Figure 1. Met2 routing (run 1).
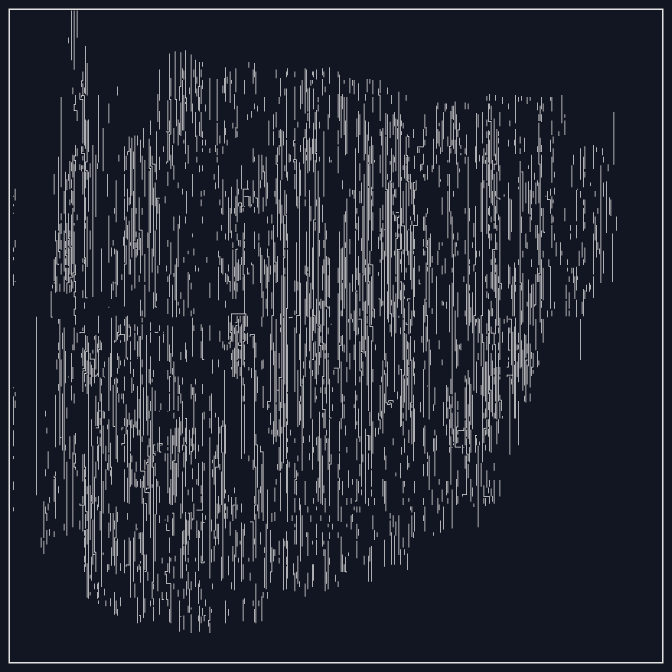
Figure 2. Signal wires by layer (run 1).
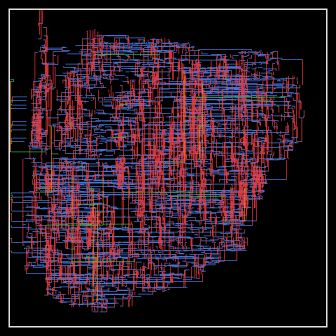
Figure 3. Cell density map (run 1).
The die is cut into 21 by 21 equal tiles; white is low, dark blue is high, 0 to 100% covered.
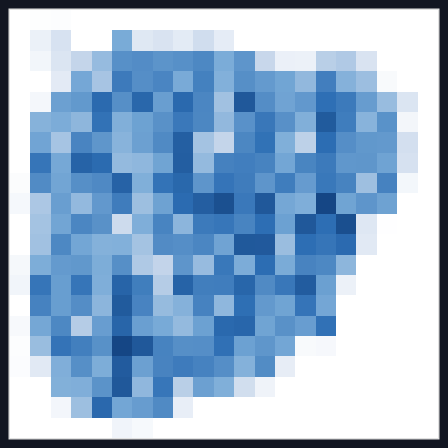
File: config.mk
export PLATFORM = sky130hd
export DESIGN_NAME = range_shifter
export DESIGN_NICKNAME = d
export VERILOG_FILES = /design/src/rtl/range_shifter.sv
export SDC_FILE = /design/constraint.sdc
export NUM_CORES = 1
export LEC_CHECK = 0
export CORE_MARGIN = 8
export CORE_UTILIZATION = 32
export DETAILED_ROUTE_END_ITERATION = 12
export MAX_ROUTING_LAYER = met4
export PLACE_DENSITY_LB_ADDON = 0.2
export SLEW_MARGIN = 20
export SYNTH_ARGS = -nofsm -noshare
export SYNTH_HDL_FRONTEND = slang
export SYNTH_SLANG_ARGS = --single-unit
File: constraint.sdc
create_clock -name clk -period 13 [get_ports clk]
set_input_delay 2.6 -clock clk [delete_from_list [all_inputs] [get_ports clk]]
set_output_delay 2.6 -clock clk [all_outputs]
set_load 0.01 [all_outputs]
File: src/rtl/range_shifter.sv
// range_shifter: maps a Q3.8 angle in [-pi,+pi] to an 8-bit position code, 2-cycle pipeline.
// Define RANGE_SHIFTER_INVERT_EN to reverse the output direction.
module range_shifter #(
  parameter int IN_W    = 11,
  parameter int OUT_W   = 8,
  parameter int PI_CODE = 804
) (
  input  logic                   clk,
  input  logic                   reset,
  input  logic signed [IN_W-1:0] in,
  output logic        [OUT_W-1:0] out
);
  localparam int PW = IN_W + 1 + OUT_W;
  localparam int SH = 30;
  localparam logic signed [IN_W:0] PI_S  = (IN_W+1)'(PI_CODE);
  localparam logic signed [IN_W:0] NPI_S = -PI_S;
  localparam logic [OUT_W-1:0]     OUT_MAX = '1;
  localparam logic [PW-1:0]        DEN = PW'(2 * PI_CODE);
  localparam logic [PW+SH-1:0]     RECIP = (PW+SH)'((64'd1 << SH) / (2 * PI_CODE));
  logic signed [IN_W:0] w_s, w_c;
  logic [IN_W:0]        r_u;
  logic                 r_v;
  logic [PW-1:0]        w_p, w_q0, w_r, w_q;
  logic [PW+SH-1:0]     w_m;
  logic [OUT_W-1:0]     w_o;
  assign w_s = {in[IN_W-1], in};
  assign w_c = w_s < NPI_S ? NPI_S : w_s > PI_S ? PI_S : w_s;
  assign w_p = PW'(r_u) * PW'(OUT_MAX);
  // Reciprocal estimate is floor(p/DEN) or one below it; the remainder test fixes it up.
  assign w_m  = (PW+SH)'(w_p) * RECIP;
  assign w_q0 = PW'(w_m >> SH);
  assign w_r  = w_p - w_q0 * DEN;
  assign w_q  = w_r >= DEN ? w_q0 + 1'b1 : w_q0;
`ifdef RANGE_SHIFTER_INVERT_EN
  assign w_o = OUT_MAX - OUT_W'(w_q);
`else
  assign w_o = OUT_W'(w_q);
`endif
  always_ff @(posedge clk) begin
    if (reset) begin
      r_u <= '0;
      r_v <= 1'b0;
      out <= '0;
    end else begin
      r_u <= $unsigned(w_c + PI_S);
      r_v <= 1'b1;
      out <= r_v ? w_o : '0;
    end
  end
endmodule

==> flow_metrics.py, run 1 <==
# Physical implementation metrics
metrics = {
    "run_status": {
        "status": "finished with violations",
        "failing_checks": "negative setup slack",
    },
    "synth": {
        "synthMuxAreaShare_pct": 0.765,
        "synth_warnings": 0,
        "topCombFamilyByArea": "adder cells",
        "netlist_top_cells_count": "320 x sky130_fd_sc_hd__ha_1, 261 x sky130_fd_sc_hd__inv_1, 141 x sky130_fd_sc_hd__fa_1, 61 x sky130_fd_sc_hd__nand2_1, 54 x sky130_fd_sc_hd__a21oi_1",
        "synthCells": 1291,
        "number_of_cell_instances_after_yosys_synthesis": 1291,
        "ys_sh_xor_pct": 5.20,
        "ys_ff": 21,
        "yosys.cell_types.count": 87,
        "post_synth_main_area_contributors": "sky130_fd_sc_hd__ha_1 34%, sky130_fd_sc_hd__fa_1 24%, sky130_fd_sc_hd__inv_1 8.3%",
        "top_area_cell": "sky130_fd_sc_hd__ha_1",
        "synth.most_common_cell": "sky130_fd_sc_hd__ha_1",
        "post_synth_and_or_nand_nor_area_fraction_pct": 10.2,
    },
    "grt": {
        "grt_pass1_wl_um": 53400,
        "number_of_antenna_violations_at_the_first_check_in_global_routing": 0,
        "grt_start_max_net_pins": 13,
        "groute.usage.overall_pct": 15.4,
        "first_global_vias": 10300,
        "grt-ovfl-total": 0,
    },
    "cts": {
        "ctsHoldBuffers": 0,
        "cts_max_path_buffers": 2,
        "clk_latency_ns": 0.26,
        "htreeDepth": 1,
        "tritoncts.num_buffers": 3,
    },
    "cells_and_area": {
        "largest_register_ffs": 12,
        "top_regs": "r_u: 12 flops, out: 8 flops, r_v: 1 flops",
        "layoutNonFillerInstCount": 2072,
        "final_cell_area_mm2": 0.0163,
        "fillCellCount": 3566,
        "final_layout_size_suffix_gt1_share_pct": 32.9,
        "layout.core_utilization_pct": 44.8,
    },
    "place": {
        "post-place-ws_ns": -0.933,
        "detailed_place_hpwl_um": 28700,
        "port-buffer-count": 20,
    },
    "worst_setup_path": {
        "critical_path_buffer_and_inverter_count": 13,
        "critPathLaunchType": "register",
        "critical-path-top-delay-family": "adder cells",
        "ff2ff_setup_slack_ns": -0.49,
        "crit_path_end": "out[2]$_SDFF_PP0_",
        "critical-path-slowest-cell": "sky130_fd_sc_hd__fa_1",
        "critical_path_class": "register to register",
        "worst_r2r_endpoint": "out[2]$_SDFF_PP0_",
        "worstPathMaxFanout": 5,
        "count_of_cell_instances_traversed_by_the_critical_path": 65,
        "worst_r2r_startpoint": "r_u[7]$_SDFF_PP0_",
        "crit_required_ns": 13.19,
        "cpPeakStageDelay_ns": 0.60,
        "setup.worst_path.start": "r_u[7]$_SDFF_PP0_",
        "arrival_ns": 13.67,
    },
    "floorplanning": {
        "die_area_mm2": 0.0432,
        "chipWidth_um": 208,
        "row_count": 70,
    },
    "sta": {
        "worst_hold_slack_ns": 0.521,
        "finalCritPeriodShare_pct": 104,
        "finalWorstSetupSlack_ns": -0.486,
        "max_slew_margin_pct": 57.2,
        "achievable-frequency_mhz": 74.2,
        "drv_slew": 0,
        "min_period_ns": 13.49,
        "setup_viol_count_final": 8,
        "grt_setup_unrepaired": "yes",
    },
    "min_path": {
        "hold_path.startpoint": "r_v$_DFF_P_",
        "worst_hold_check_path_type": "register to register",
        "hold_path_depth": 2,
        "min_delay_endpoint": "out[1]$_SDFF_PP0_",
    },
    "job": {
        "cap_violations": 0,
        "total_number_of_warnings_across_the_stage_logs": 41,
    },
    "routing": {
        "totalWireLength_um": 32500,
    },
}
About Figure 1:
share of all routed wire: 47%
wire length on this layer: 15100 µm

About Figure 2:
[M4] orange | wire length: 464 µm
[M1] blue | wire length: 16400 µm
[M3] green | wire length: 471 µm
[M2] red | wire length: 15100 µm

About Figure 3:
mean over tiles: 36%
emptiest ninth of the die: lower right
nearly empty tiles: 31%
densest ninth of the die: center

-- run 1: metal layers --
| metal | track usage (%) | vias to the layer above | part of all wire [%] | wire length [µm] |
|---|---|---|---|---|
| met5 | - | - | 0 | 0 |
| met4 | 2.13 | 0 | 1.4 | 464 |
| met1 | 21.3 | 4742 | 50 | 16400 |
| met2 | 25.7 | 81 | 47 | 15100 |
| met3 | 0.257 | 21 | 1.5 | 471 |
| li1 | - | 4972 | - | - |
-- run 1: cells in the final DEF (no fill, tap or decap), drive strengths merged, types with 8 or more instances in the layout --
master / instances
a211oi: 8
a21o: 32
a21oi: 59
and2: 20
buf: 301
clkdlybuf4s50: 20
dfxtp: 21
fa: 141
ha: 320
inv: 263
mux2i: 9
nand2: 61
nand2b: 9
nand3: 27
nand4: 10
nor2: 48
nor3: 21
o211ai: 11
o21a: 14
o21ai: 37
xnor2: 45
xor2: 25
-- run 1: cell type report --
type | count | area (µm²) | share of cell area (%)
Multi-Input combinational cell | 995 | 11700 | 71.5
Clock inverter | 1 | 5.00 | 0.0306
Tap cell | 468 | 586 | 3.59
Inverter | 263 | 992 | 6.07
Sequential cell | 21 | 445 | 2.73
Timing Repair Buffer | 321 | 2540 | 15.6
Clock buffer | 3 | 75.1 | 0.460
-- run 1: logic make-up after synthesis --
logic type / count (synthesis)
adder cells (fa/ha/maj): 463
buffers and inverters: 275
AND/OR/NAND/NOR: 234
AND-OR/OR-AND: 218
XOR/XNOR: 70
flip-flops: 21
multiplexers: 9
other: 1
Figure 4. Track usage over the die (run 1).
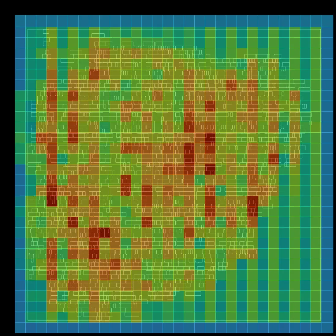

## Run 2: what changed since run 1
--- a/config.mk
+++ b/config.mk
@@ -5,9 +5,11 @@
 export SDC_FILE = /design/constraint.sdc
 export NUM_CORES = 1
 export LEC_CHECK = 0
+export ABC_CLOCK_PERIOD_IN_PS = 13000
 export CORE_MARGIN = 8
 export CORE_UTILIZATION = 32
 export DETAILED_ROUTE_END_ITERATION = 12
+export GPL_ROUTABILITY_DRIVEN = 0
 export MAX_ROUTING_LAYER = met4
 export PLACE_DENSITY_LB_ADDON = 0.2
 export SLEW_MARGIN = 20
Figure 5. Track usage over the die (run 2).
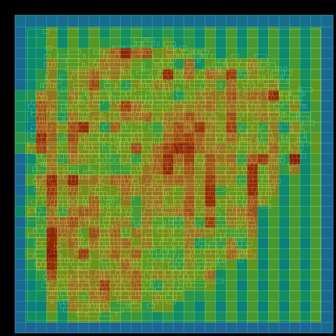
most used routing layer in global routing: met2
met1 capacity usage during global routing: 20.8%
Overall Global Routing Usage: 14.9%
met2 usage: 24.4%
fraction of met3 tracks used by global routing: 0.483%

Figure 6. Gate-type map (run 2).
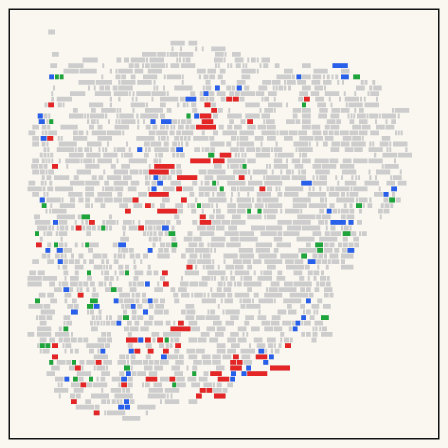
[non-inverting ao/oa cells] blue | cells: 65 | most used: a21o_1 | where: widely spread
[and/or cells] green | cells: 46 | most used: and2_1
[xor and xnor cells] red | cells: 70 | most used: xnor2_1

==> run 2 against run 1 <==
The flow still finishes with violations (negative setup slack); highest routed layer unchanged; worst hold slack better by 0.011 ns; cell area is 0.83% lower; non-clock buffer count is 1 higher; setup slack better by 0.028 ns; synthesized cell count stayed put; sequential share of layout area hardly changed; sequential cell count stayed put; die size stayed put; routed wire length is 2.5% lower; fmax is 0.21% higher; clock-buffer cell count is 1 higher.
==> flow_metrics.py, run 2 <==
# Physical implementation metrics
metrics = {
    "cells_and_area": {
        "n_clock_buffer": 4,
        "largest_register_ffs": 12,
        "lay_top_cells": "283 x sky130_fd_sc_hd__buf_4, 273 x sky130_fd_sc_hd__ha_1, 237 x sky130_fd_sc_hd__inv_1",
        "seq-cell-share_pct": 2.72,
        "sequential_cell_area_um2": 440,
        "non_clock_buffer_count": 322,
        "comb_area_share_pct": 71.0,
        "layout.core_utilization_pct": 44.5,
        "final-nonclk-buf-share_pct": 16.0,
        "dominant-cell-class": "combinational gates",
        "nonClockInverterCount": 263,
        "design.seq.count": 21,
        "clock_area_share_pct": 0.487,
    },
    "worst_setup_path": {
        "arrival_ns": 13.64,
        "critPathLaunchType": "register",
        "crit_required_ns": 13.18,
        "critical-path-top-delay-family": "adder cells",
        "critical-path-slowest-cell": "sky130_fd_sc_hd__fa_2",
        "critical_path_buffer_and_inverter_count": 12,
        "critical_path_class": "register to register",
    },
    "synth": {
        "netlist_top_cells_count": "320 x sky130_fd_sc_hd__ha_1, 261 x sky130_fd_sc_hd__inv_1, 141 x sky130_fd_sc_hd__fa_1, 61 x sky130_fd_sc_hd__nand2_1, 54 x sky130_fd_sc_hd__a21oi_1",
        "synth.most_common_cell": "sky130_fd_sc_hd__ha_1",
        "yosys.cell_types.count": 87,
        "post_synth_main_area_contributors": "sky130_fd_sc_hd__ha_1 34%, sky130_fd_sc_hd__fa_1 24%, sky130_fd_sc_hd__inv_1 8.3%",
        "synth_warnings": 0,
    },
    "grt": {
        "number_of_antenna_violations_at_the_first_check_in_global_routing": 0,
        "grt_start_max_net_pins": 13,
        "first_global_vias": 10300,
    },
    "sta": {
        "min_period_ns": 13.46,
        "grt_setup_unrepaired": "yes",
        "finalCritPeriodShare_pct": 104,
        "max_slew_margin_pct": 53.1,
        "finalWorstSetupSlack_ns": -0.457,
        "setup_viol_count_final": 8,
    },
    "routing": {
        "totalWireLength_um": 31600,
    },
    "cts": {
        "cts_max_path_buffers": 2,
        "tritoncts.num_buffers": 3,
    },
    "floorplanning": {
        "die_area_mm2": 0.0432,
        "nWellTaps": 468,
    },
    "run_status": {
        "status": "finished with violations",
        "failing_checks": "negative setup slack",
    },
    "place": {
        "port-buffer-count": 20,
        "detailed_place_hpwl_um": 28200,
    },
}
Figure 7. Met2 routing (run 2).
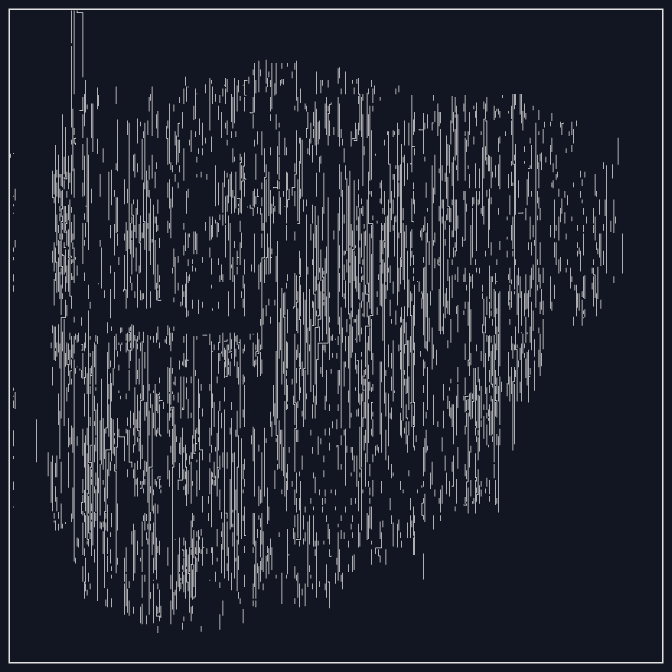
nets with wire on the layer: 1746
main direction: vertical
wire length on this layer: 14400 µm

-- run 2: cell counts after synthesis --
Identical to the previous run, type by type.
-- run 2: worst paths after layout --
kind / startpoint / endpoint / slack [ns] / depth (start not counted)
setup / recovery: r_u[5]$_SDFF_PP0_ / out[0]$_SDFF_PP0_ / -0.46 / 61
hold reg to reg: r_v$_DFF_P_ / out[1]$_SDFF_PP0_ / 0.53 / 2
hold / removal: r_v$_DFF_P_ / out[1]$_SDFF_PP0_ / 0.53 / 2
setup reg to reg: r_u[5]$_SDFF_PP0_ / out[0]$_SDFF_PP0_ / -0.46 / 61
-- run 2: per-layer routing --
| metal | GRT usage (%) | wire length, µm |
|---|---|---|
| met1 | 20.8 | 16500 |
| met2 | 24.4 | 14400 |
| met3 | 0.483 | 453 |
| met4 | 1.59 | 322 |
| met5 | - | 0 |
-- run 2: cell families after synthesis --
kind of cell    Yosys count  share of synthesized area [%]
buf+inv                 275                           9.05
flops                    21                           3.57
compound gates          218                           13.0
fa+ha+maj               463                           58.1
xor+xnor                 70                           5.20
simple gates            234                           10.2
other cells               1                         0.0318
mux                       9                          0.765
-- run 2: metrics by stage --
step	hold slack, ns	setup slack [ns]	setup TNS, ns	cell area (µm²)	std cells
global route	0.559	-1.10	-8.54	16200	2073
floorplan	0.440	0.0108	0	12300	1291
CTS	0.539	-0.467	-3.66	16000	2060
finish	0.532	-0.457	-3.52	16200	2073
global placement	0.523	-0.862	-6.81	15000	2032
detailed placement	0.531	-0.971	-7.66	15000	2032
